==> config.mk <==
export PLATFORM = sky130hd
export DESIGN_NAME = conv_input
export DESIGN_NICKNAME = d
export VERILOG_FILES = /design/src/rtl/conv_input.sv
export SDC_FILE = /design/constraint.sdc
export NUM_CORES = 1
export LEC_CHECK = 0
export ABC_CLOCK_PERIOD_IN_PS = 5100
export CORE_MARGIN = 5
export CORE_UTILIZATION = 55
export DETAILED_ROUTE_END_ITERATION = 8
export PLACE_DENSITY = 0.79
export REMOVE_ABC_BUFFERS = 1
export SYNTH_ARGS = -nofsm -noshare
export SYNTH_HDL_FRONTEND = slang
export SYNTH_SLANG_ARGS = --single-unit
==> constraint.sdc <==
create_clock -name clk -period 5.1 [get_ports clk]
set_clock_uncertainty 0.05 [all_clocks]
set_input_delay 1.02 -clock clk [delete_from_list [all_inputs] [get_ports clk]]
set_output_delay 1.02 -clock clk [all_outputs]
set_load 0.02 [all_outputs]
==> src/rtl/conv_input.sv <==
// Ingress stage for the conv pipeline: 2-entry FIFO tagging each pixel with row/col/window/last.
// Define CONV_INPUT_LAST_CHECK_EN to check upstream s_last framing (err_last, counter resync).
module conv_input #(
  parameter int WIDTH       = 32,
  parameter int CONV_SIZE   = 28,
  parameter int KERNEL_SIZE = 5,
  localparam int PW = ($clog2(CONV_SIZE) > 1) ? $clog2(CONV_SIZE) : 1
) (
  input  logic             clk,
  input  logic             rst,
  input  logic             s_valid,
  output logic             s_ready,
  input  logic [WIDTH-1:0] s_data,
  input  logic             s_last,
  output logic             conv_valid,
  input  logic             conv_ready,
  output logic [WIDTH-1:0] conv_data,
  output logic [PW-1:0]    conv_row,
  output logic [PW-1:0]    conv_col,
  output logic             conv_win,
  output logic             conv_last,
  output logic             err_last
);

  // state  | meaning
  // IDLE   | at (0,0), nothing accepted yet for this image
  // STREAM | image in progress
  typedef enum logic {IDLE, STREAM} state_t;

  localparam int EW = WIDTH + 2*PW + 2;
  localparam logic [PW-1:0] LAST_IDX = PW'(CONV_SIZE - 1);
  localparam logic [PW-1:0] WIN_IDX  = PW'(KERNEL_SIZE - 1);

  state_t        state_q, state_d;
  logic [PW-1:0] row_q, col_q, row_d, col_d;
  logic [EW-1:0] mem_q [2];
  logic          wr_ptr_q, rd_ptr_q;
  logic [1:0]    count_q;
  logic          en_q, err_q;
  logic          accept, xfer, pos_last, tag_last, resync, err_set, win;
  logic [EW-1:0] wr_entry, head;

  // en_q keeps s_ready low while reset is held, without any path from conv_ready.
  assign s_ready    = en_q & (count_q != 2'd2);
  assign conv_valid = (count_q != 2'd0);
  assign accept     = s_valid & s_ready;
  assign xfer       = conv_valid & conv_ready;
  assign pos_last   = (row_q == LAST_IDX) && (col_q == LAST_IDX);
  assign win        = (row_q >= WIN_IDX) && (col_q >= WIN_IDX);

`ifdef CONV_INPUT_LAST_CHECK_EN
  assign tag_last = pos_last | s_last;
  assign resync   = s_last;
  assign err_set  = accept & (s_last ^ pos_last);
`else
  logic last_unused;
  assign last_unused = s_last;
  assign tag_last    = pos_last;
  assign resync      = 1'b0;
  assign err_set     = 1'b0;
`endif

  assign wr_entry = {s_data, row_q, col_q, win, tag_last};
  assign head     = mem_q[rd_ptr_q];
  assign {conv_data, conv_row, conv_col, conv_win, conv_last} = conv_valid ? head : '0;
  assign err_last = err_q;

  always_comb begin
    row_d = row_q;
    col_d = col_q;
    if (accept) begin
      if (pos_last || resync) begin
        row_d = '0;
        col_d = '0;
      end else if (col_q == LAST_IDX) begin
        col_d = '0;
        row_d = row_q + 1'b1;
      end else begin
        col_d = col_q + 1'b1;
      end
    end
  end

  always_comb begin
    state_d = state_q;
    case (state_q)
      IDLE:    if (accept && !(pos_last || resync)) state_d = STREAM;
      STREAM:  if (accept && (pos_last || resync))  state_d = IDLE;
      default: state_d = IDLE;
    endcase
  end

  always_ff @(posedge clk or posedge rst) begin
    if (rst) begin
      state_q  <= IDLE;
      row_q    <= '0;
      col_q    <= '0;
      wr_ptr_q <= 1'b0;
      rd_ptr_q <= 1'b0;
      count_q  <= 2'd0;
      en_q     <= 1'b0;
      err_q    <= 1'b0;
      mem_q[0] <= '0;
      mem_q[1] <= '0;
    end else begin
      state_q <= state_d;
      row_q   <= row_d;
      col_q   <= col_d;
      en_q    <= 1'b1;
      err_q   <= err_q | err_set;
      if (accept) begin
        mem_q[wr_ptr_q] <= wr_entry;
        wr_ptr_q        <= ~wr_ptr_q;
      end
      if (xfer) rd_ptr_q <= ~rd_ptr_q;
      case ({accept, xfer})
        2'b10:   count_q <= count_q + 2'd1;
        2'b01:   count_q <= count_q - 2'd1;
        default: count_q <= count_q;
      endcase
    end
  end

endmodule

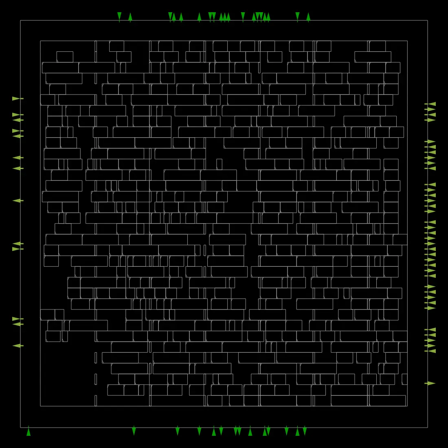
Figure 1: run 1, placement view.
sequential cell area share: 44.4%
Core ar.: 8590 um2
fin cells: 555
tap cell count: 108
fin util: 67.7%

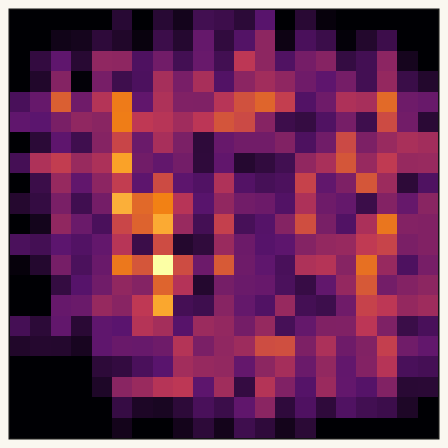
Figure 2: run 1, wiring heat map.
The die is cut into 21 by 21 equal tiles; black is low, pale yellow is high, scaled to the fullest tile. Values are wire area over tile area, all layers added.
The densest ninth of the die: east. The mean over all tiles is 0.14. The emptiest ninth of the die: south-west. 13% of the tiles are nearly empty. The fullest tile reaches 0.49.
DRT Wirelength: 9200 um
via count: 2999
drt wl/cell: 16.6 um
Global Route Usage Sum: 18.5%

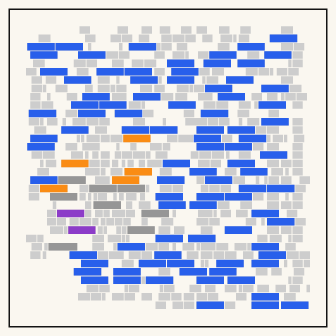
Figure 3: run 1, register map, names as in the netlist.
Other sequential cells in the stronger grey, the rest of the logic in the fainter grey.
row_q: in orange, sequential cells 5. count_q: in purple, sequential cells 2. mem_q: in blue, sequential cells 88, where spread over the die.
sequential power: 1.39 mW
Reg area: 2580 um2

==> impl_metrics.tcl, run 1 <==
# metrics dict for downstream scripts
set metrics [dict create \
    status "finished, final reports clean" \
    antenna_found_initial 0 \
    nets 484 \
    mux_share_pct 31.4 \
    initCoreUtil_pct 55.5 \
    grt_pass1_vias 3140 \
    seq_cells 103 \
    sh_comb_area_pct 35.2 \
    clock_sinks 103 \
    drive_above_1_share_pct 19.2 \
    ant_nets 0 \
    tritoncts "yes" \
    placed_cells 539 \
    adder_share_pct 1.31 \
    p_seq_share_pct 38.4 \
    xor_share_pct 0.919 \
    ys_types 34 \
    clock_latency_ps 360 \
    cts_resized 0 \
    p_sw_mw 1.38 \
    grt_util_met3_pct 3.52 \
    critPathRequiredTime_ps 4030 \
    internal-power_mw 2.24 \
    drv_cap 0 \
    die.size.x_um 103 \
    area_leaders "dfrtp_1 54%, mux2_2 15%, mux2i_1 9.2%" \
    antenna_cells 0 \
    die_area_um2 10600 \
    hold_ws_ps 447 \
    final_max_slew_viol_count 0 \
    cts_inserted_buffers 9 \
    r2r-start "count_q[0]" \
    grt.met1_usage_pct 25.2 \
    clock.fmax_ghz 0.272 \
    via_per_inst 5.40 \
    grt_start_max_net_pins 81 \
    cp.arrival_ps 2600 \
    clock_net_power_mw 0.459 \
    async_flop_share_pct 100 \
    relSlewSlack_pct 21.2 \
    reg2reg_depth 6 \
    clock_area_share_pct 2.97 \
    die_h_um 103 \
    startpoint "rd_ptr_q" \
    crit_fanout 28 \
    fin_tns_setup_ps 0 \
    whs_path_depth 1 \
    drc_errors 0 \
    post_cts_buffers 0 \
    ys_seq_share_pct 54.1 \
    r2r_slack_ps 2630 \
    syn_inst 367 \
    min_period_ps 3670 \
    post-dp-hpwl_um 6130 \
    wl_met3_um 442 \
    final_common_cell "dfrtp_1" \
    min_to "mem_q[71]" \
    synth-simple-area-share_pct 7.93 \
    setup.worst_path.class "reg2out" \
    reg.largest.list "mem_q x88, col_q x5, row_q x5" \
    root_buffer "clkbuf_8" \
    postSynthAreaPerCell_um2 13.0 \
    comb_power_share_pct 48.9 \
    pg_comb_mw 1.77 \
    ios 84 \
    ys_chip_area_um2 4770 \
    grt_busiest_layer "met2" \
    areaGrowthSynthToFinish_pct 22.0 \
    io_buffers 81 \
    grt_pass1_wl_um 15200 \
    crit_family "buffers and inverters" \
    grtUsageMet2_pct 30.4 \
    highest_layer "met4" \
    aoi_share_pct 0.997 \
    power.group.top "combinational logic" \
    hold_path.class "reg2reg" \
    crit_cells 4 \
    logic_gate_count 236 \
    crit_buf_inv 2 \
    stdcell_area_um2 5810 \
    end_kind "output port" \
    n_all_buffers 85 \
    synthesis.area_um2 4770 \
    hold_buffers 0 \
    pwr-share-clk_pct 12.7 \
    final_layout_top_logic_cells "102 x dfrtp_1, 81 x clkdlybuf4s50_1, 62 x mux2_2" \
    setup_slack_ps 1430 \
    cp_slowest_stage_delay_ps 730 \
    clk_pin_slew_worst_paths_ps 90 \
]
Figure 4. Port wiring (run 1).
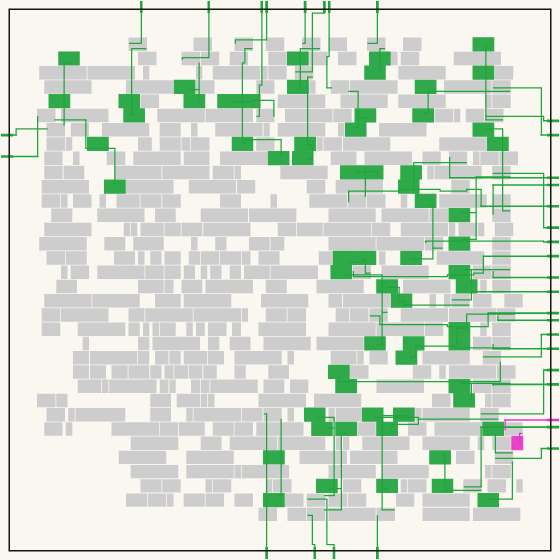

## Run 2: what changed since run 1
--- a/config.mk
+++ b/config.mk
@@ -5,11 +5,11 @@
 export SDC_FILE = /design/constraint.sdc
 export NUM_CORES = 1
 export LEC_CHECK = 0
-export ABC_CLOCK_PERIOD_IN_PS = 5100
+export ABC_CLOCK_PERIOD_IN_PS = 3100
 export CORE_MARGIN = 5
-export CORE_UTILIZATION = 55
+export CORE_UTILIZATION = 48
 export DETAILED_ROUTE_END_ITERATION = 8
-export PLACE_DENSITY = 0.79
+export PLACE_DENSITY = 0.73
 export REMOVE_ABC_BUFFERS = 1
 export SYNTH_ARGS = -nofsm -noshare
 export SYNTH_HDL_FRONTEND = slang
==> constraint.sdc (replaced) <==
create_clock -name clk -period 3.1 [get_ports clk]
set_clock_uncertainty 0.05 [all_clocks]
set_input_delay 0.62 -clock clk [delete_from_list [all_inputs] [get_ports clk]]
set_output_delay 0.62 -clock clk [all_outputs]
set_load 0.02 [all_outputs]
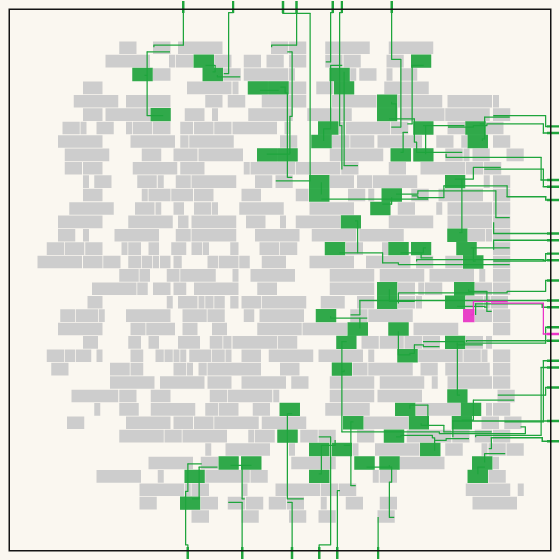
Figure 5: run 2, port wiring.
rst: in magenta, bits 1, direction input, edge east, end cells 1, buffers 1, wire 27.6 um. s_data: in green, bits 32, direction input, edge 19 east, 7 north, 6 south, end cells 64, buffers 32, wire 1280 um.
IO Pins: 84
IO buf count: 81

==> run 2 against run 1 <==
Routed wire length rose by 4.5%. Hold slack worse by 4.1 ps. Critical path type unchanged. Flip-flop count unchanged. Clock-buffer cell count fell by 1. Cell area grew 2.3%. Largest cell class unchanged. Critical path depth unchanged.
==> impl_metrics.tcl, run 2 <==
# metrics dict for downstream scripts
set metrics [dict create \
    ys_types 34 \
    pg_comb_mw 3.01 \
    clock_area_share_pct 3.76 \
    syn_inst 367 \
    area_leaders "dfrtp_1 54%, mux2_2 15%, mux2i_1 9.2%" \
    crit_family "buffers and inverters" \
    setup_slack_ps 316 \
    die_area_um2 12000 \
    grt.met1_usage_pct 22.0 \
    areaGrowthSynthToFinish_pct 24.8 \
    layout.cells.non_filler 587 \
    relSlewSlack_pct 60.6 \
    clk_pin_slew_worst_paths_ps 100 \
    grt_usage_pct 16.9 \
    clock_sinks 103 \
    ys_chip_area_um2 4770 \
    grt_start_max_net_pins 47 \
    stdcell_area_um2 5950 \
    logic_gate_count 236 \
    die_h_um 110 \
    seq_cells 103 \
    drive_above_1_share_pct 20.7 \
    cp_slowest_stage_delay_ps 630 \
    crit_cells 4 \
    min_period_ps 2780 \
    comb_power_share_pct 48.7 \
    tap_cells 133 \
    root_buffer "clkbuf_8" \
    async_flop_share_pct 100 \
    internal-power_mw 3.89 \
    grt_busiest_layer "met2" \
    hold_buffers 0 \
    postSynthAreaPerCell_um2 13.0 \
    critPathRequiredTime_ps 2430 \
    status "finished, final reports clean" \
    crit_fanout 28 \
    sh_comb_area_pct 34.4 \
]
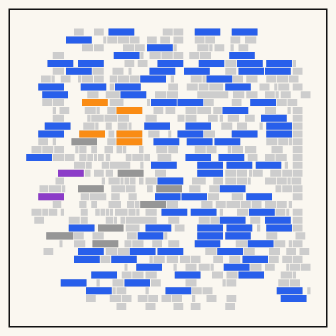
Figure 6: run 2, register map, names as in the netlist.
Other sequential cells in the stronger grey, the rest of the logic in the fainter grey.
row_q: in orange, sequential cells 5. count_q: in purple, sequential cells 2. mem_q: in blue, sequential cells 88.
sequential cell area share: 43.3%
fin util: 61.1%
sequential power: 2.23 mW

No activity file was given, so power comes from the tool's default toggle rates.
